## src/rtl/wave_capture_if.sv

```systemverilog
// wave_capture_if: sample stream in, waveform RAM write port and buffer select out.
interface wave_capture_if;
  logic        new_sample_ready;
  logic [15:0] new_sample_in;
  logic        wave_display_idle;
  logic [8:0]  write_address;
  logic        write_enable;
  logic [7:0]  write_sample;
  logic        read_index;
  modport master (
    output new_sample_ready, new_sample_in, wave_display_idle,
    input  write_address, write_enable, write_sample, read_index
  );
  modport slave (
    input  new_sample_ready, new_sample_in, wave_display_idle,
    output write_address, write_enable, write_sample, read_index
  );
endinterface

```

## src/rtl/wave_capture.sv

```systemverilog
// wave_capture: arms on a rising zero crossing, writes 256 (decimated) samples into the
// hidden RAM half, then flips read_index during the display's idle window.
module wave_capture #(
  parameter int DECIM = 1
) (
  input  logic          clk,
  input  logic          reset_n,
  wave_capture_if.slave bus
);
  typedef enum logic [1:0] {ARMED, ACTIVE, WAIT} state_t;
  localparam logic [3:0] DEC_LAST  = 4'(DECIM - 1);
  localparam logic [3:0] DEC_FIRST = (DECIM == 1) ? 4'd0 : 4'd1;
  state_t      r_state;
  logic [7:0]  r_count;
  logic [3:0]  r_decim;
  logic [15:0] r_prev;
  logic        r_we;
  logic [8:0]  r_addr;
  logic [7:0]  r_sample;
  logic        r_ri;
  logic        w_trig;
  logic [3:0]  w_decim_nxt;
  logic [7:0]  w_data;
  assign w_data      = {~bus.new_sample_in[15], bus.new_sample_in[14:8]};
  assign w_trig      = bus.new_sample_ready && r_prev[15] && !bus.new_sample_in[15];
  assign w_decim_nxt = (r_decim == DEC_LAST) ? 4'd0 : r_decim + 4'd1;
  assign bus.write_enable  = r_we;
  assign bus.write_address = r_addr;
  assign bus.write_sample  = r_sample;
  assign bus.read_index    = r_ri;
  // The write half is always the one the display is not reading.
  always_ff @(posedge clk or negedge reset_n) begin
    if (!reset_n) begin
      r_state  <= ARMED;
      r_count  <= 8'd0;
      r_decim  <= 4'd0;
      r_prev   <= 16'd0;
      r_we     <= 1'b0;
      r_addr   <= 9'd0;
      r_sample <= 8'd0;
      r_ri     <= 1'b0;
    end else begin
      r_we <= 1'b0;
      if (bus.new_sample_ready) r_prev <= bus.new_sample_in;
      case (r_state)
        ARMED: if (w_trig) begin
          r_we     <= 1'b1;
          r_addr   <= {~r_ri, 8'd0};
          r_sample <= w_data;
          r_count  <= 8'd1;
          r_decim  <= DEC_FIRST;
          r_state  <= ACTIVE;
        end
        ACTIVE: if (bus.new_sample_ready) begin
          r_decim <= w_decim_nxt;
          if (r_decim == 4'd0) begin
            r_we     <= 1'b1;
            r_addr   <= {~r_ri, r_count};
            r_sample <= w_data;
            r_count  <= r_count + 8'd1;
            if (r_count == 8'hff) r_state <= WAIT;
          end
        end
        WAIT: if (bus.wave_display_idle) begin
          r_ri    <= ~r_ri;
          r_state <= ARMED;
        end
        default: r_state <= ARMED;
      endcase
    end
  end
endmodule

```

## src/flat_wrapper.sv

```systemverilog
// flat-port wrapper written by rule: the top's interface ports become plain ports
module wave_capture_flat 
#(
  parameter int DECIM = 1
)
  (clk, reset_n, bus_new_sample_ready, bus_new_sample_in, bus_wave_display_idle, bus_write_address, bus_write_enable, bus_write_sample, bus_read_index);
  wave_capture_if bus_i ();
  input  logic clk;
  input  logic reset_n;
  input wire logic [$bits(bus_i.new_sample_ready)-1:0] bus_new_sample_ready;
  input wire logic [$bits(bus_i.new_sample_in)-1:0] bus_new_sample_in;
  input wire logic [$bits(bus_i.wave_display_idle)-1:0] bus_wave_display_idle;
  output wire logic [$bits(bus_i.write_address)-1:0] bus_write_address;
  output wire logic [$bits(bus_i.write_enable)-1:0] bus_write_enable;
  output wire logic [$bits(bus_i.write_sample)-1:0] bus_write_sample;
  output wire logic [$bits(bus_i.read_index)-1:0] bus_read_index;
  assign bus_i.new_sample_ready = bus_new_sample_ready;
  assign bus_i.new_sample_in = bus_new_sample_in;
  assign bus_i.wave_display_idle = bus_wave_display_idle;
  assign bus_write_address = bus_i.write_address;
  assign bus_write_enable = bus_i.write_enable;
  assign bus_write_sample = bus_i.write_sample;
  assign bus_read_index = bus_i.read_index;
  wave_capture #(.DECIM(DECIM)) u_core (.clk(clk), .reset_n(reset_n), .bus(bus_i));
endmodule
```

## config.mk

```make
export PLATFORM = sky130hd
export DESIGN_NAME = wave_capture_flat
export DESIGN_NICKNAME = d
export VERILOG_FILES = /design/src/rtl/wave_capture_if.sv /design/src/rtl/wave_capture.sv /design/src/flat_wrapper.sv
export SDC_FILE = /design/constraint.sdc
export NUM_CORES = 1
export LEC_CHECK = 0
export CORE_MARGIN = 3
export CORE_UTILIZATION = 40
export CTS_CLUSTER_SIZE = 12
export DETAILED_ROUTE_END_ITERATION = 10
export GPL_ROUTABILITY_DRIVEN = 1
export HOLD_SLACK_MARGIN = 0.02
export PLACE_DENSITY = 0.74
export SLEW_MARGIN = 20
export SYNTH_ARGS = -nofsm -noshare
export SYNTH_HDL_FRONTEND = slang
export SYNTH_SLANG_ARGS = --single-unit
```

## constraint.sdc

```tcl
create_clock -name clk -period 2.1 [get_ports clk]
set_input_delay 0.42 -clock clk [delete_from_list [all_inputs] [get_ports clk]]
set_output_delay 0.42 -clock clk [all_outputs]
set_load 0.01 [all_outputs]
```

Fig. 1: run 1, wiring heat map
Scale: 6 px per micron. 14 x 14 tiles, from dark blue (low) to red (high), scaled to the fullest tile. Values are wire area over tile area, all layers added.
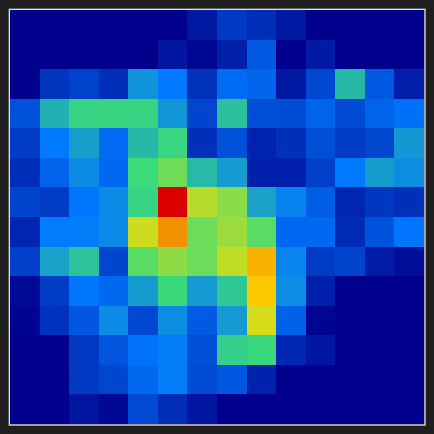
densest ninth of the die: centre
tiles over half the peak: 8.2%
mean over tiles: 0.11
emptiest ninth of the die: south-east
nearly empty tiles: 26%
fullest tile: 0.58
drt total wl: 3349 microns
Vias: 1199
Routed WL per cell: 15.29 microns
global-route usage over all layers: 0.1515

Fig. 2: run 1, signal wires on met3
Scale: 6 px per micron.
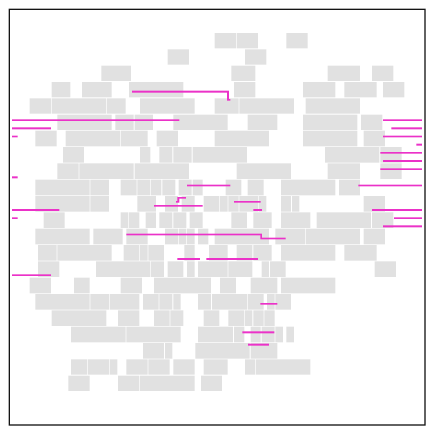
longest straight run: 27.6 microns
wire length on this layer: 205 microns
share of all routed wire: 6.1%
met3 usage: 0.05685

==> impl_metrics.py, run 1 <==
# Physical implementation metrics
metrics = {
    "cts": {
        "cts_buffers": 5,
        "clock_sink_count": 34,
        "clockRootBuffer": "clkbuf_8",
        "ctsResizeCount": 0,
        "insertion_delay_ns": 0.28,
        "cts_buffer_depth": 2,
        "cts-htree-levels": 2,
    },
    "logic_synthesis": {
        "yosys-stat-cells": 129,
        "largest_area_cell": "dfrtp_1",
        "xor_share": 0.005512,
        "edf_count": 0,
        "yosysWarningCount": 0,
        "ys_async_sr_fraction": 1.000,
        "synthSimpleGateAreaFrac": 0.1457,
        "top_cell": "dfrtp_1",
    },
    "cells_and_area": {
        "diodes": 0,
        "comb_share": 0.3219,
        "fillers": 328,
        "layout-drive-gt1-share": 0.1871,
        "signal_buffers": 38,
        "clock_buffers": 8,
        "layout_top_cells": "dfrtp_1 (34), clkdlybuf4s50_1 (30), inv_1 (8), clkbuf_8 (8), buf_4 (8)",
        "layout.nets": 193,
        "sh_seq_area": 0.4077,
    },
    "power": {
        "p_per_area_nw_per_um2": 1011,
        "powerComb_w": 0.000598,
        "clock_power_w": 0.000560,
        "sequentialPowerShare": 0.451,
        "irDropWorstVdd_v": 0.0006016,
        "seq-power_w": 0.000953,
    },
    "critical_path": {
        "cp.depth": 6,
        "worstPathMaxFanout": 10,
        "cp.arrival_ns": 1.92,
        "crit_buf_inv": 2,
        "critical-path-top-delay-family": "flip-flops",
        "reg2regPathDepth": 6,
        "startpoint": "u_core.r_decim[0]$_DFFE_PN0P_",
        "crit_path_max_incr_delay_ns": 0.43,
        "cp-endpoint": "u_core.bus.write_sample[2]$_DFFE_PN0P_",
        "r2r_slack_ns": 0.35,
        "worst_setup_path_start_kind": "register",
        "worstReg2RegEnd": "u_core.bus.write_sample[2]$_DFFE_PN0P_",
    },
    "timing": {
        "drv_slew": 0,
        "hold_viol_final": 0,
        "final-setup-viol-count": 0,
        "period_used_share": 0.8337,
        "max_freq_mhz": 571.2,
    },
    "placed_design": {
        "place.gp.congestion": 0.7959,
        "dp_cells": 211,
    },
    "hold_path": {
        "hp-class": "reg2reg",
        "hold_start": "u_core.bus.write_address[6]$_DFFE_PN0P_",
    },
    "die": {
        "die_w_microns": 69.03,
        "core_area_sq_um": 3744,
        "num_rows": 22,
        "floorplan.core_util": 0.4245,
    },
    "routing": {
        "drc": 0,
        "viasPerCell": 5.475,
        "ant_nets": 0,
    },
    "global_route": {
        "overflow": 0,
        "grt_pass1_wl_microns": 5761,
        "grt_pass1_vias": 1195,
    },
    "outcome": {
        "status": "finished, final reports clean",
    },
}
Fig. 3: run 1, routing congestion map
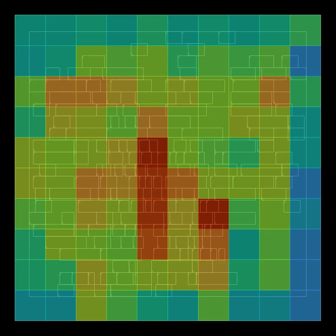
met1 usage: 0.1978
final cell utilization of the core: 0.5575
GRT busiest layer: met2
met2 Usage GRT: 0.2246

## run 1: registers in the layout (all words and copies together) (netlist names)
name	flops
u_core.bus.read_index	1
u_core.r_count	8
u_core.bus.write_enable	1
u_core.bus.write_address	9
u_core.r_state	2
u_core.r_decim	4
u_core.r_prev	1
u_core.bus.write_sample	8
## run 1: layer usage
| metal | global-route usage | up-vias | wire length, microns |
|---|---|---|---|
| met1 | 0.1978 | 592 | 1582 |
| met4 | 0.06508 | 0 | 38 |
| met2 | 0.2246 | 40 | 1523 |
| li1 | - | 563 | - |
| met5 | 0 | - | 0 |
| met3 | 0.05685 | 4 | 205 |
Fig. 4: run 1, pin placement
Scale: 6 px per micron. Pins as bars across the die edge, other pins in grey.
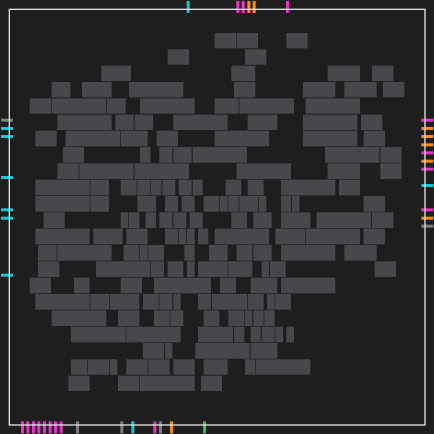

--- run 2 (diff from run 1) ---
- PLACE_DENSITY: 0.74 -> 0.76
- clock period: 2.1 -> 1.46 ns (I/O delays scaled with it)
Fig. 5: run 2, pin placement
Scale: 6 px per micron. Pins as bars across the die edge, other pins in grey.
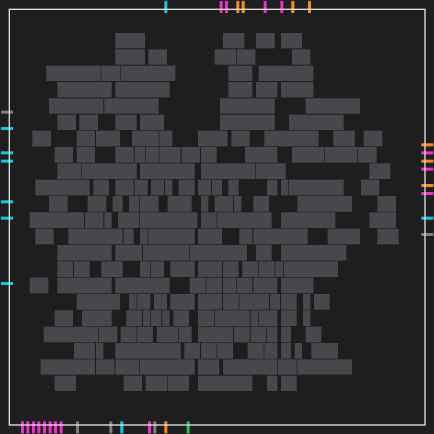
[cyan] `bus_write_address` | pins: 9 | direction: output | edge: 6 west, 1 north, 1 east, 1 south
[green] `bus_new_sample_ready` | pins: 1 | direction: input | edge: south
[orange] `bus_write_sample` | pins: 8 | direction: output | edge: 4 north, 3 east, 1 south
[magenta] `bus_new_sample_in` | pins: 16 | direction: input | edge: 9 south, 4 north, 3 east
all pins by edge: 15 south, 9 north, 8 east, 7 west
Die Span Y: 69.03 microns
IO Port Bufs: 30
die width: 69.03 microns

==> run 2 against run 1 <==
The run now ends with negative setup slack left. Worst hold slack worse by 0.11 ns. Cell count increased by 9.6%. Clock-buffer cell count is 2 lower. Wire length up 12%. Fmax grew 10%. Synthesized cell count unchanged. Combinational power is 51% higher. Synthesized area stayed put. Non-clock buffer count grew 20. Clock skew about the same. Critical path type unchanged. Critical endpoint is now u_core.bus.write_sample[3]$_DFFE_PN0P_. Largest power group unchanged.
==> impl_metrics.py, run 2 <==
# Physical implementation metrics
metrics = {
    "critical_path": {
        "reg2regPathDepth": 6,
        "worst_setup_path_start_kind": "register",
        "crit_path_max_incr_delay_ns": 0.38,
        "cp.depth": 6,
        "cp-endpoint": "u_core.bus.write_sample[3]$_DFFE_PN0P_",
        "r2r_slack_ns": -0.13,
        "cp.arrival_ns": 1.76,
        "critical-path-top-delay-family": "flip-flops",
        "crit_buf_inv": 2,
        "worstReg2RegEnd": "u_core.bus.write_sample[3]$_DFFE_PN0P_",
        "startpoint": "u_core.r_decim[1]$_DFFE_PN0P_",
    },
    "timing": {
        "final-setup-viol-count": 23,
        "hold_viol_final": 0,
        "max_freq_mhz": 630.6,
        "period_used_share": 1.086,
        "setup_slack_ns": -0.1257,
    },
    "cells_and_area": {
        "comb_share": 0.3113,
        "layout_top_cells": "dfrtp_1 (33), buf_4 (21), dlygate4sd2_1 (18)",
        "sh_seq_area": 0.3630,
        "layout-drive-gt1-share": 0.3125,
        "largest_reg_flops": 9,
        "diodes": 0,
        "syn_to_final_growth_pct": 47.72,
        "signal_buffers": 58,
        "fillers": 299,
        "layout.nets": 214,
        "clock_buffers": 6,
    },
    "power": {
        "p_per_area_nw_per_um2": 1423,
        "sequentialPowerShare": 0.409,
        "clock_power_w": 0.00107,
        "seq-power_w": 0.00137,
        "irDropWorstVdd_v": 0.0007627,
        "powerComb_w": 0.000903,
    },
    "logic_synthesis": {
        "ys_async_sr_fraction": 1.000,
        "largest_area_cell": "dfrtp_1",
        "common_cells": "dfrtp_1 (34), inv_1 (8), a22o_1 (7), o21ai_0 (7)",
        "yosys-stat-cells": 129,
        "top_cell": "dfrtp_1",
    },
    "routing": {
        "ant_nets": 0,
        "route.layer.met1.wl_microns": 1674,
        "drc": 0,
        "top_layer_used": "met4",
        "wl_per_cell_microns": 15.58,
        "dr_wl_met3_microns": 216,
        "dr_wl_met2_microns": 1796,
        "vias": 1313,
    },
    "placed_design": {
        "place.gp.congestion": 0.7756,
    },
    "cts": {
        "cts-htree-levels": 2,
        "clockRootBuffer": "clkbuf_8",
        "cts_buffer_depth": 2,
        "clock_sink_count": 34,
        "cts_buffers": 5,
        "insertion_delay_ns": 0.29,
    },
    "global_route": {
        "grt_pass1_vias": 1323,
        "antenna_found_initial": 0,
        "grt_use_total": 0.1656,
        "overflow": 0,
        "grt_pass1_wl_microns": 6334,
    },
    "hold_path": {
        "hp-class": "in2async",
    },
    "die": {
        "floorplan.core_util": 0.4245,
        "num_rows": 22,
    },
    "outcome": {
        "status": "complete, but fails checks",
        "violations": "negative setup slack",
    },
}
==> run 2: metal layers <==
layer / track usage / up-vias
met3: 0.05977 / 8
met1: 0.2104 / 644
met4: 0.07158 / 0
met5: 0 / -
met2: 0.2532 / 54
li1: - / 607
==> run 2: cell families (layout without fill, tap and decap cells) <==
logic type / Yosys count / count (layout) / share of synthesized area
AND-OR/OR-AND: 32 / 32 / 0.1606
AND/OR/NAND/NOR: 35 / 36 / 0.1457
buffers and inverters: 13 / 75 / 0.04173
flip-flops: 34 / 34 / 0.5354
XOR/XNOR: 1 / 1 / 0.005513
adder cells (fa/ha/maj): 3 / 3 / 0.02362
multiplexers: 11 / 11 / 0.08740
Fig. 6: run 2, signal wires on met2
Scale: 6 px per micron.
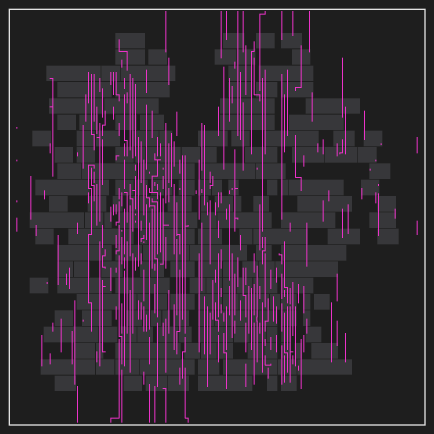

--- run 3 (diff from run 2) ---
- CELL_PAD_IN_SITES_DETAIL_PLACEMENT: not set -> 1
- CELL_PAD_IN_SITES_GLOBAL_PLACEMENT: not set -> 1
- CORE_UTILIZATION: 40 -> 34
- PLACE_DENSITY: 0.76 -> 0.81
- SKIP_CTS_REPAIR_TIMING: not set -> 1
Fig. 7: run 3, signal wires on met2
Scale: 6 px per micron.
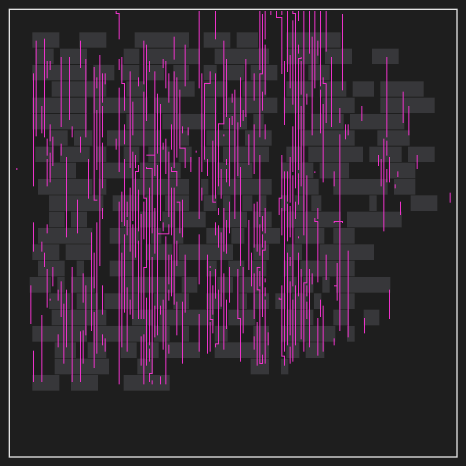
wire length on this layer: 2340 microns
share of all routed wire: 50%
longest straight run: 37.2 microns
nets with wire on the layer: 190
Vias: 1303
drt total wl: 4676 microns
met2 Usage GRT: 0.2888

==> run 3 against run 2 <==
The flow still finishes with violations (negative setup slack). Power shrank 6.8%. Critical path depth unchanged. Sequential cell count did not move. Clock skew up 0.0046 ns. Via count is 0.76% lower. Die area rose by 16%. Clock-buffer cell count rose by 1. Fmax down 0.42%. Core utilization down 9.9 points. Final area unchanged. Combinational power rose by about 10%. Worst hold slack worse by 0.012 ns. Critical path type unchanged. Largest power group unchanged. Highest routed layer unchanged.
==> impl_metrics.py, run 3 <==
# Physical implementation metrics
metrics = {
    "logic_synthesis": {
        "yosys-stat-cells": 129,
        "yosysWarningCount": 0,
        "synth.ff_latch_count": 34,
        "syn_avg_cell_area_sq_um": 12.32,
        "common_cells": "dfrtp_1 (34), inv_1 (8), a22o_1 (7), o21ai_0 (7)",
        "largest_area_cell": "dfrtp_1",
        "top_cell": "dfrtp_1",
        "ys_async_sr_fraction": 1.000,
        "flop_cell": "dfrtp_1",
        "edf_count": 0,
    },
    "critical_path": {
        "cp.arrival_ns": 1.76,
        "startpoint": "u_core.r_decim[1]$_DFFE_PN0P_",
        "worst_setup_path_start_kind": "register",
        "worstReg2RegEnd": "u_core.bus.write_sample[3]$_DFFE_PN0P_",
        "crit_path_max_incr_delay_ns": 0.39,
        "r2r_slack_ns": -0.13,
        "reg2regPathDepth": 6,
        "cp-endpoint": "u_core.bus.write_sample[3]$_DFFE_PN0P_",
        "critical-path-top-delay-family": "flip-flops",
        "worstPathMaxFanout": 9,
        "crit_buf_inv": 2,
        "cp.depth": 6,
    },
    "routing": {
        "ant_nets": 0,
        "dr_wl_met3_microns": 197,
        "viasPerCell": 5.429,
        "wl_per_cell_microns": 19.48,
        "dr_wl_met2_microns": 2343,
        "drc": 0,
        "route.layer.met1.wl_microns": 2022,
        "drtIter0Drc": 43,
    },
    "cells_and_area": {
        "fin_util": 0.5282,
        "layout_top_cells": "dfrtp_1 (34), dlymetal6s2s_1 (20), buf_4 (20)",
        "seqCellArea_sq_um": 850.8,
        "syn_to_final_growth_pct": 47.72,
        "diodes": 0,
        "signal_buffers": 55,
        "comb_share": 0.3145,
        "comb.multi_input.count": 82,
        "layout-drive-gt1-share": 0.3085,
        "fillers": 483,
        "largest_reg_flops": 9,
        "clock_buffers": 7,
        "fin_cells": 240,
        "sh_seq_area": 0.3625,
    },
    "die": {
        "core_area_sq_um": 4444,
        "dieHeight_microns": 74.37,
        "die_w_microns": 74.37,
        "num_rows": 24,
    },
    "placed_design": {
        "portBuffers": 30,
        "place.gp.congestion": 0.8106,
        "dp_cells": 229,
    },
    "cts": {
        "cts_buffers": 5,
        "clock_sink_count": 34,
        "clockRootBuffer": "clkbuf_8",
        "insertion_delay_ns": 0.28,
        "cts_buffer_depth": 2,
        "cts-htree-levels": 2,
        "path_clk_slew_ns": 0.07,
    },
    "timing": {
        "setup_slack_ns": -0.1324,
        "setup-tns-final_ns": -1.608,
        "final-setup-viol-count": 25,
        "drv_slew": 0,
        "period_used_share": 1.091,
        "hold_viol_final": 0,
        "max_freq_mhz": 628.0,
    },
    "power": {
        "p_switching_w": 0.001005,
        "irDropWorstVdd_v": 0.001008,
        "pwr-share-comb": 0.325,
        "p_per_area_nw_per_um2": 1327,
        "finalPower_w": 0.003115,
        "sequentialPowerShare": 0.444,
    },
    "global_route": {
        "grt_use_total": 0.1710,
        "grt_pass1_vias": 1447,
        "overflow": 0,
        "grt_pass1_wl_microns": 7210,
        "top_usage_layer": "met2",
        "antenna_found_initial": 0,
        "use_met1": 0.2158,
        "grtUsageMet3": 0.04865,
    },
    "hold_path": {
        "hp-class": "in2async",
    },
    "run": {
        "warning_count": 37,
    },
    "outcome": {
        "status": "complete, but fails checks",
        "violations": "negative setup slack",
    },
}
-- run 3: cell counts after synthesis --
No cell type changed its count.
-- run 3: power by group through the flow --
stage	Sequential (W)	Combinational [W]	Clock (W)
2_1_floorplan	0.00140	0.000408	0
4_1_cts	0.00137	0.000980	0.000731
6_report	0.00138	0.00101	0.000721
3_5_place_dp	0.00138	0.000962	0
5_1_grt	0.00141	0.00110	0.000783
3_3_place_gp	0.00137	0.000920	0
-- run 3: cells by family (layout without fill, tap and decap cells) --
kind of cell             Yosys count  in the layout  share of synthesized area
AND/OR/NAND/NOR                   35             35                     0.1457
flip-flops                        34             34                     0.5354
AND-OR/OR-AND                     32             32                     0.1606
buffers and inverters             13             72                    0.04173
multiplexers                      11             11                    0.08740
adder cells (fa/ha/maj)            3              3                    0.02362
XOR/XNOR                           1              1                   0.005513
Power and IR drop assume default switching activity.
